**Congestion heat map**

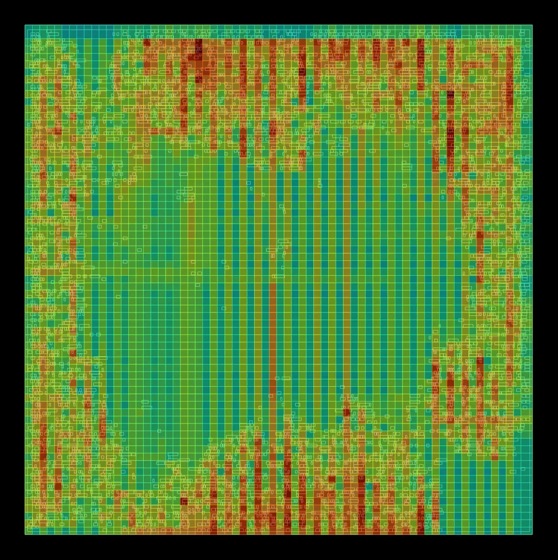
**Placement density heat map**

24 x 24 tiles, from black (low) to pale yellow (high), 0 to 100% covered.
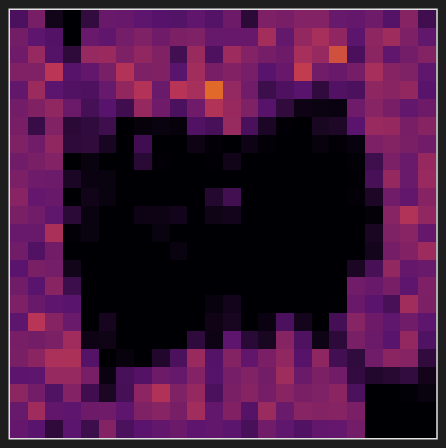
**Placement by cell class**

The bar under the picture is 100 um long. Fill, decap, tap and diode cells in gray.
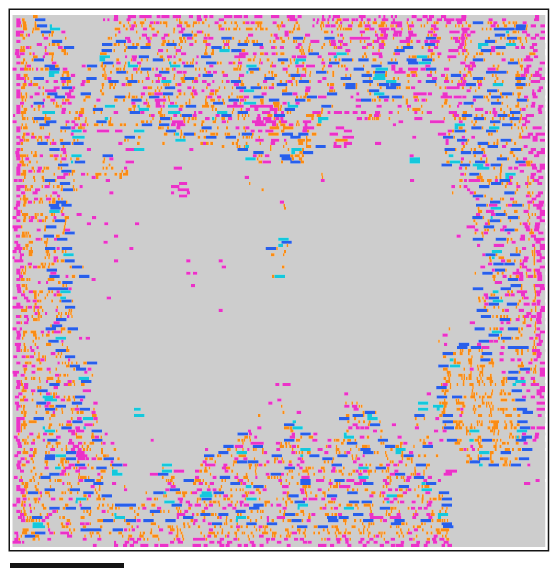
$ cat config.mk
export PLATFORM = sky130hd
export DESIGN_NAME = aes_core_scheduler_flat
export DESIGN_NICKNAME = d
export VERILOG_FILES = /design/src/rtl/aes_core_scheduler_if.sv /design/src/rtl/aes_core_scheduler.sv /design/src/flat_wrapper.sv
export SDC_FILE = /design/constraint.sdc
export NUM_CORES = 1
export LEC_CHECK = 0
export ABC_AREA = 1
export CORE_AREA = 2 2 471 473
export CTS_CLUSTER_DIAMETER = 60
export CTS_CLUSTER_SIZE = 14
export DETAILED_ROUTE_END_ITERATION = 10
export DIE_AREA = 0 0 473 475
export PLACE_DENSITY_LB_ADDON = 0.15
export SLEW_MARGIN = 40
export SYNTH_ARGS = -nofsm -noshare
export SYNTH_HDL_FRONTEND = slang
export SYNTH_SLANG_ARGS = --single-unit
$ cat constraint.sdc
create_clock -name clk -period 3.05 [get_ports clk]
set_input_delay 0.61 -clock clk [delete_from_list [all_inputs] [get_ports clk]]
set_output_delay 0.61 -clock clk [all_outputs]
set_load 0.005 [all_outputs]
$ cat src/rtl/aes_core_scheduler_if.sv
// Requester-side channel of the AES core scheduler: one request path
// (key + plaintext) and one response path (ciphertext + error flag).
//
// Handshake rule for both paths: the producer raises valid and keeps its
// payload stable while valid is high; a transfer happens on every rising
// clock edge where valid and ready are both high. The producer may drop
// valid before a transfer, in which case nothing is transferred.
interface aes_core_scheduler_if;
    logic         req_valid;
    logic         req_ready;
    logic [127:0] req_key;
    logic [127:0] req_data;
    logic         resp_valid;
    logic         resp_ready;
    logic [127:0] resp_data;
    logic         resp_err;

    modport master (
        output req_valid, req_key, req_data, resp_ready,
        input  req_ready, resp_valid, resp_data, resp_err
    );

    modport slave (
        input  req_valid, req_key, req_data, resp_ready,
        output req_ready, resp_valid, resp_data, resp_err
    );
endinterface

$ cat src/rtl/aes_core_scheduler.sv
// Shares one AES cipher core between two requesters. Each operation walks
// IDLE -> ISSUE -> WAIT -> RESP: capture the request, pulse start, wait a
// bounded number of cycles for the core, then hold the response until the
// owner consumes it. Counts successful operations (saturating) and keeps
// the key/data buses at zero whenever no operation is in flight.
module aes_core_scheduler #(
    parameter int TIMEOUT_CYCLES = 64,
    parameter int CNT_W          = 32
) (
    input  logic                 clk,
    input  logic                 rst_n,
    aes_core_scheduler_if.slave  req0,
    aes_core_scheduler_if.slave  req1,
    output logic [127:0]         core_key,
    output logic [127:0]         core_data,
    output logic                 core_start,
    input  logic                 core_out_valid,
    input  logic [127:0]         core_out_data,
    input  logic                 clr_count,
    output logic [CNT_W-1:0]     op_count,
    output logic                 busy,
    output logic [1:0]           dbg_state
);

    localparam logic [1:0] S_IDLE  = 2'd0;
    localparam logic [1:0] S_ISSUE = 2'd1;
    localparam logic [1:0] S_WAIT  = 2'd2;
    localparam logic [1:0] S_RESP  = 2'd3;

    // Timeout counter only needs to reach TIMEOUT_CYCLES-1.
    localparam int TW = (TIMEOUT_CYCLES > 2) ? $clog2(TIMEOUT_CYCLES) : 1;
    localparam logic [TW-1:0] WAIT_LAST = TW'(TIMEOUT_CYCLES - 1);

    // last_served: 2'b00 = nobody yet (requester 0 preferred),
    // 2'b01 = requester 0 served last, 2'b10 = requester 1 served last.
    logic [1:0]    state;
    logic [1:0]    last_served;
    logic          owner;
    logic [127:0]  key_q;
    logic [127:0]  data_q;
    logic [127:0]  res_data;
    logic          res_err;
    logic [TW-1:0] wait_cnt;

    logic grant0;
    logic grant1;
    logic owner_ready;
    logic timed_out;
    logic completing;

    // Round-robin grant, only offered while idle and only to a valid requester.
    always_comb begin
        grant0 = 1'b0;
        grant1 = 1'b0;
        if (state == S_IDLE) begin
            if (req0.req_valid && (!req1.req_valid || last_served != 2'b01)) begin
                grant0 = 1'b1;
            end else if (req1.req_valid) begin
                grant1 = 1'b1;
            end
        end
    end

    assign owner_ready = owner ? req1.resp_ready : req0.resp_ready;
    assign timed_out   = (wait_cnt == WAIT_LAST);
    assign completing  = (state == S_WAIT) && core_out_valid;

    // Operation sequencer and its capture/response registers.
    always_ff @(posedge clk or negedge rst_n) begin
        if (!rst_n) begin
            state       <= S_IDLE;
            last_served <= 2'b00;
            owner       <= 1'b0;
            key_q       <= '0;
            data_q      <= '0;
            res_data    <= '0;
            res_err     <= 1'b0;
            wait_cnt    <= '0;
        end else begin
            case (state)
                S_IDLE: begin
                    if (grant0 || grant1) begin
                        key_q  <= grant1 ? req1.req_key  : req0.req_key;
                        data_q <= grant1 ? req1.req_data : req0.req_data;
                        owner  <= grant1;
                        state  <= S_ISSUE;
                    end
                end
                S_ISSUE: begin
                    wait_cnt <= '0;
                    state    <= S_WAIT;
                end
                S_WAIT: begin
                    wait_cnt <= wait_cnt + TW'(1);
                    // A result arriving on the last allowed cycle still counts.
                    if (core_out_valid) begin
                        res_data <= core_out_data;
                        res_err  <= 1'b0;
                        state    <= S_RESP;
                    end else if (timed_out) begin
                        res_data <= '0;
                        res_err  <= 1'b1;
                        state    <= S_RESP;
                    end
                end
                S_RESP: begin
                    if (owner_ready) begin
                        last_served <= owner ? 2'b10 : 2'b01;
                        key_q       <= '0;
                        data_q      <= '0;
                        res_data    <= '0;
                        res_err     <= 1'b0;
                        state       <= S_IDLE;
                    end
                end
                default: begin
                    state <= S_IDLE;
                end
            endcase
        end
    end

    // Saturating success counter; a clear beats a same-cycle completion.
    always_ff @(posedge clk or negedge rst_n) begin
        if (!rst_n) begin
            op_count <= '0;
        end else if (clr_count) begin
            op_count <= '0;
        end else if (completing && (op_count != {CNT_W{1'b1}})) begin
            op_count <= op_count + CNT_W'(1);
        end
    end

    // Core-facing bus: key and data are only exposed while the core works on them.
    assign core_start = (state == S_ISSUE);
    assign core_key   = ((state == S_ISSUE) || (state == S_WAIT)) ? key_q  : '0;
    assign core_data  = ((state == S_ISSUE) || (state == S_WAIT)) ? data_q : '0;

    // Requester-facing outputs; the non-owner's response port stays quiet.
    assign req0.req_ready  = grant0;
    assign req1.req_ready  = grant1;
    assign req0.resp_valid = (state == S_RESP) && !owner;
    assign req1.resp_valid = (state == S_RESP) && owner;
    assign req0.resp_data  = req0.resp_valid ? res_data : '0;
    assign req1.resp_data  = req1.resp_valid ? res_data : '0;
    assign req0.resp_err   = req0.resp_valid && res_err;
    assign req1.resp_err   = req1.resp_valid && res_err;

    assign busy      = (state != S_IDLE);
    assign dbg_state = state;

endmodule
$ cat src/flat_wrapper.sv
// flat-port wrapper written by rule: the top's interface ports become plain ports
module aes_core_scheduler_flat 
#(
    parameter int TIMEOUT_CYCLES = 64,
    parameter int CNT_W          = 32
)
  (clk, rst_n, core_key, core_data, core_start, core_out_valid, core_out_data, clr_count, op_count, busy, dbg_state, req0_req_valid, req0_req_key, req0_req_data, req0_resp_ready, req0_req_ready, req0_resp_valid, req0_resp_data, req0_resp_err, req1_req_valid, req1_req_key, req1_req_data, req1_resp_ready, req1_req_ready, req1_resp_valid, req1_resp_data, req1_resp_err);
  aes_core_scheduler_if req0_i ();
  aes_core_scheduler_if req1_i ();
  input  logic clk;
  input  logic rst_n;
  output logic [127:0] core_key;
  output logic [127:0] core_data;
  output logic core_start;
  input  logic core_out_valid;
  input  logic [127:0] core_out_data;
  input  logic clr_count;
  output logic [CNT_W-1:0] op_count;
  output logic busy;
  output logic [1:0] dbg_state;
  input wire logic [$bits(req0_i.req_valid)-1:0] req0_req_valid;
  input wire logic [$bits(req0_i.req_key)-1:0] req0_req_key;
  input wire logic [$bits(req0_i.req_data)-1:0] req0_req_data;
  input wire logic [$bits(req0_i.resp_ready)-1:0] req0_resp_ready;
  output wire logic [$bits(req0_i.req_ready)-1:0] req0_req_ready;
  output wire logic [$bits(req0_i.resp_valid)-1:0] req0_resp_valid;
  output wire logic [$bits(req0_i.resp_data)-1:0] req0_resp_data;
  output wire logic [$bits(req0_i.resp_err)-1:0] req0_resp_err;
  input wire logic [$bits(req1_i.req_valid)-1:0] req1_req_valid;
  input wire logic [$bits(req1_i.req_key)-1:0] req1_req_key;
  input wire logic [$bits(req1_i.req_data)-1:0] req1_req_data;
  input wire logic [$bits(req1_i.resp_ready)-1:0] req1_resp_ready;
  output wire logic [$bits(req1_i.req_ready)-1:0] req1_req_ready;
  output wire logic [$bits(req1_i.resp_valid)-1:0] req1_resp_valid;
  output wire logic [$bits(req1_i.resp_data)-1:0] req1_resp_data;
  output wire logic [$bits(req1_i.resp_err)-1:0] req1_resp_err;
  assign req0_i.req_valid = req0_req_valid;
  assign req0_i.req_key = req0_req_key;
  assign req0_i.req_data = req0_req_data;
  assign req0_i.resp_ready = req0_resp_ready;
  assign req0_req_ready = req0_i.req_ready;
  assign req0_resp_valid = req0_i.resp_valid;
  assign req0_resp_data = req0_i.resp_data;
  assign req0_resp_err = req0_i.resp_err;
  assign req1_i.req_valid = req1_req_valid;
  assign req1_i.req_key = req1_req_key;
  assign req1_i.req_data = req1_req_data;
  assign req1_i.resp_ready = req1_resp_ready;
  assign req1_req_ready = req1_i.req_ready;
  assign req1_resp_valid = req1_i.resp_valid;
  assign req1_resp_data = req1_i.resp_data;
  assign req1_resp_err = req1_i.resp_err;
  aes_core_scheduler #(.TIMEOUT_CYCLES(TIMEOUT_CYCLES), .CNT_W(CNT_W)) u_core (.clk(clk), .rst_n(rst_n), .req0(req0_i), .req1(req1_i), .core_key(core_key), .core_data(core_data), .core_start(core_start), .core_out_valid(core_out_valid), .core_out_data(core_out_data), .clr_count(clr_count), .op_count(op_count), .busy(busy), .dbg_state(dbg_state));
endmodule
==> results.cfg <==
; yosys + openroad results
[setup_path]
path_depth = 12
critical_path.reg2reg.endpoint = u_core.res_data[27]$_DFFE_PN0P_
critical_path.endpoint = core_key[113]
cp_top_family = buffers and inverters
crit_buf_inv = 10
timing.critical_path.from = u_core.dbg_state[1]$_DFFE_PN0P_

[final_timing]
slew-limit-headroom_pct = 45.69
layout_setup_ws_ns = -0.1526
setup-violations-final = 83

[global_route]
grt_antenna_before_repair = 73
grt_overflow_total = 0
grt_max_degree = 121

[layout]
post_layout_nonfiller_instances = 8005
largest_cell_class = non-clock buffers
seqAreaFraction_pct = 22.97
sh_comb_area_pct = 24.21

[clock_tree]
h-tree-depth = 3
clk_latency_ns = 0.69
cts_buffers = 81

[placement]
placement.cell_area_sq_mm = 0.04120

[synthesis]
total_of_warnings_raised_by_yosys = 0
yosys.stat.chipArea_sq_mm = 0.02527
synth.net_count = 4403

[power_and_ir_drop]
p_per_cell_area_mw_per_mm2 = 957.7
p_leak_nw = 26.51
fin_total_pwr_mw = 44.66

[flow_run]
max_cap_viol_count = 0

[status]
outcome = finished, violations left
failing_checks = negative setup slack

[min_path]
worst_hold_path.endpoint = u_core.data_q[12]$_DFFE_PN0P_

[drt]
drt_first_iter_violations = 1520
drt_drc_violations_left = 0

[floorplan]
floorplan.die.width_um = 473
die_y_um = 475
-- 'congestion heat map' (at the start) --
detail-routed net length per standard cell: 20.84 um
global routing met2 resource utilization: 23.28%
post-layout utilization of the core: 21.29%

-- 'placement density heat map' (at the start) --
nearly empty tiles	29%
densest ninth of the die	north-east
fullest tile	65%
emptiest ninth of the die	center
mean over tiles	19%

-- 'placement by cell class' (at the start) --
class	color	cells	share of their area
flip-flops	blue	428	25%
clock drivers and dummy loads	cyan	149	6.7%
all other logic	orange	3076	32%
other buffers and delay cells	magenta	1449	36%

-- what timing repair did --
item | CTS | global route
pin swaps | 5 | 16
hold endpoints to repair | 33 | 0
endpoints found under the setup margin | 516 | 440
hold buffers | 1 | 0
resized | 634 | 636
buffers inserted | 48 | 67
gates cloned | 12 | 14
-- tightest hold or removal path, stage by stage (launching register included) --
cell	delay, ns
sky130_fd_sc_hd__dfrtp_1	0.34
sky130_fd_sc_hd__nand2_1	0.05
sky130_fd_sc_hd__o21ai_0	0.05
-- power breakdown --
group	switching [mW]	internal, mW	total [mW]
clock	3.63	6.22	9.85
combinational	14.3	11.3	25.6
sequential	1.25	7.94	9.20
-- metal layers --
layer	vias up	share of wire [%]	track usage, %
met3	241	8.1	5.001
li1	13980	-	-
met5	-	0.23	0
met2	949	48	23.28
met4	62	3.2	5.603
met1	13160	40	16.27
-- cell usage after synthesis --
cell / instances / area share, %
sky130_fd_sc_hd__nand2_1: 943 / 14
sky130_fd_sc_hd__inv_1: 677 / 10
sky130_fd_sc_hd__dfrtp_1: 428 / 42
sky130_fd_sc_hd__nor2_1: 328 / 4.9
sky130_fd_sc_hd__o21ai_0: 302 / 6.0
sky130_fd_sc_hd__a21oi_1: 262 / 5.2
sky130_fd_sc_hd__or2_2: 261 / 6.5
sky130_fd_sc_hd__clkbuf_1: 181 / 2.7
sky130_fd_sc_hd__nand3_1: 155 / 3.1
sky130_fd_sc_hd__o21ai_1: 90 / 1.8
sky130_fd_sc_hd__buf_2: 26 / 0.52
sky130_fd_sc_hd__buf_6: 24 / 1.1
sky130_fd_sc_hd__nand4_1: 21 / 0.52
sky130_fd_sc_hd__buf_1: 17 / 0.25
sky130_fd_sc_hd__ha_1: 6 / 0.30
sky130_fd_sc_hd__xor2_1: 6 / 0.21
sky130_fd_sc_hd__xnor2_1: 4 / 0.14
sky130_fd_sc_hd__inv_2: 3 / 0.045
sky130_fd_sc_hd__nand2_2: 3 / 0.074
sky130_fd_sc_hd__nor3_1: 2 / 0.040
sky130_fd_sc_hd__clkinv_1: 1 / 0.015
sky130_fd_sc_hd__clkinv_2: 1 / 0.020
sky130_fd_sc_hd__nand3_2: 1 / 0.040
sky130_fd_sc_hd__nand3b_1: 1 / 0.030
sky130_fd_sc_hd__nor2_2: 1 / 0.025
sky130_fd_sc_hd__nor2_4: 1 / 0.045
sky130_fd_sc_hd__nor3b_1: 1 / 0.030
sky130_fd_sc_hd__o21ai_2: 1 / 0.035
sky130_fd_sc_hd__o21ai_4: 1 / 0.064
sky130_fd_sc_hd__o21bai_1: 1 / 0.030
-- cells by family (layout without fill, tap and decap cells) --
group | count (synthesis) | after routing | share of synthesized area [%]
fa+ha+maj | 6 | 6 | 0.2971
simple gates | 1718 | 1720 | 29.22
flops | 428 | 428 | 42.39
other cells | 0 | 32 | 0
compound gates | 657 | 657 | 13.08
xor+xnor | 10 | 10 | 0.3466
buf+inv | 930 | 2281 | 14.66
-- sequential cells by signal (all words and copies together) (netlist names), 2 cells and up --
signal	flops
u_core.op_count	32
u_core.last_served	2
u_core.data_q	128
u_core.dbg_state	2
u_core.wait_cnt	6
u_core.res_data	128
u_core.key_q	128
Power and IR drop assume default switching activity.
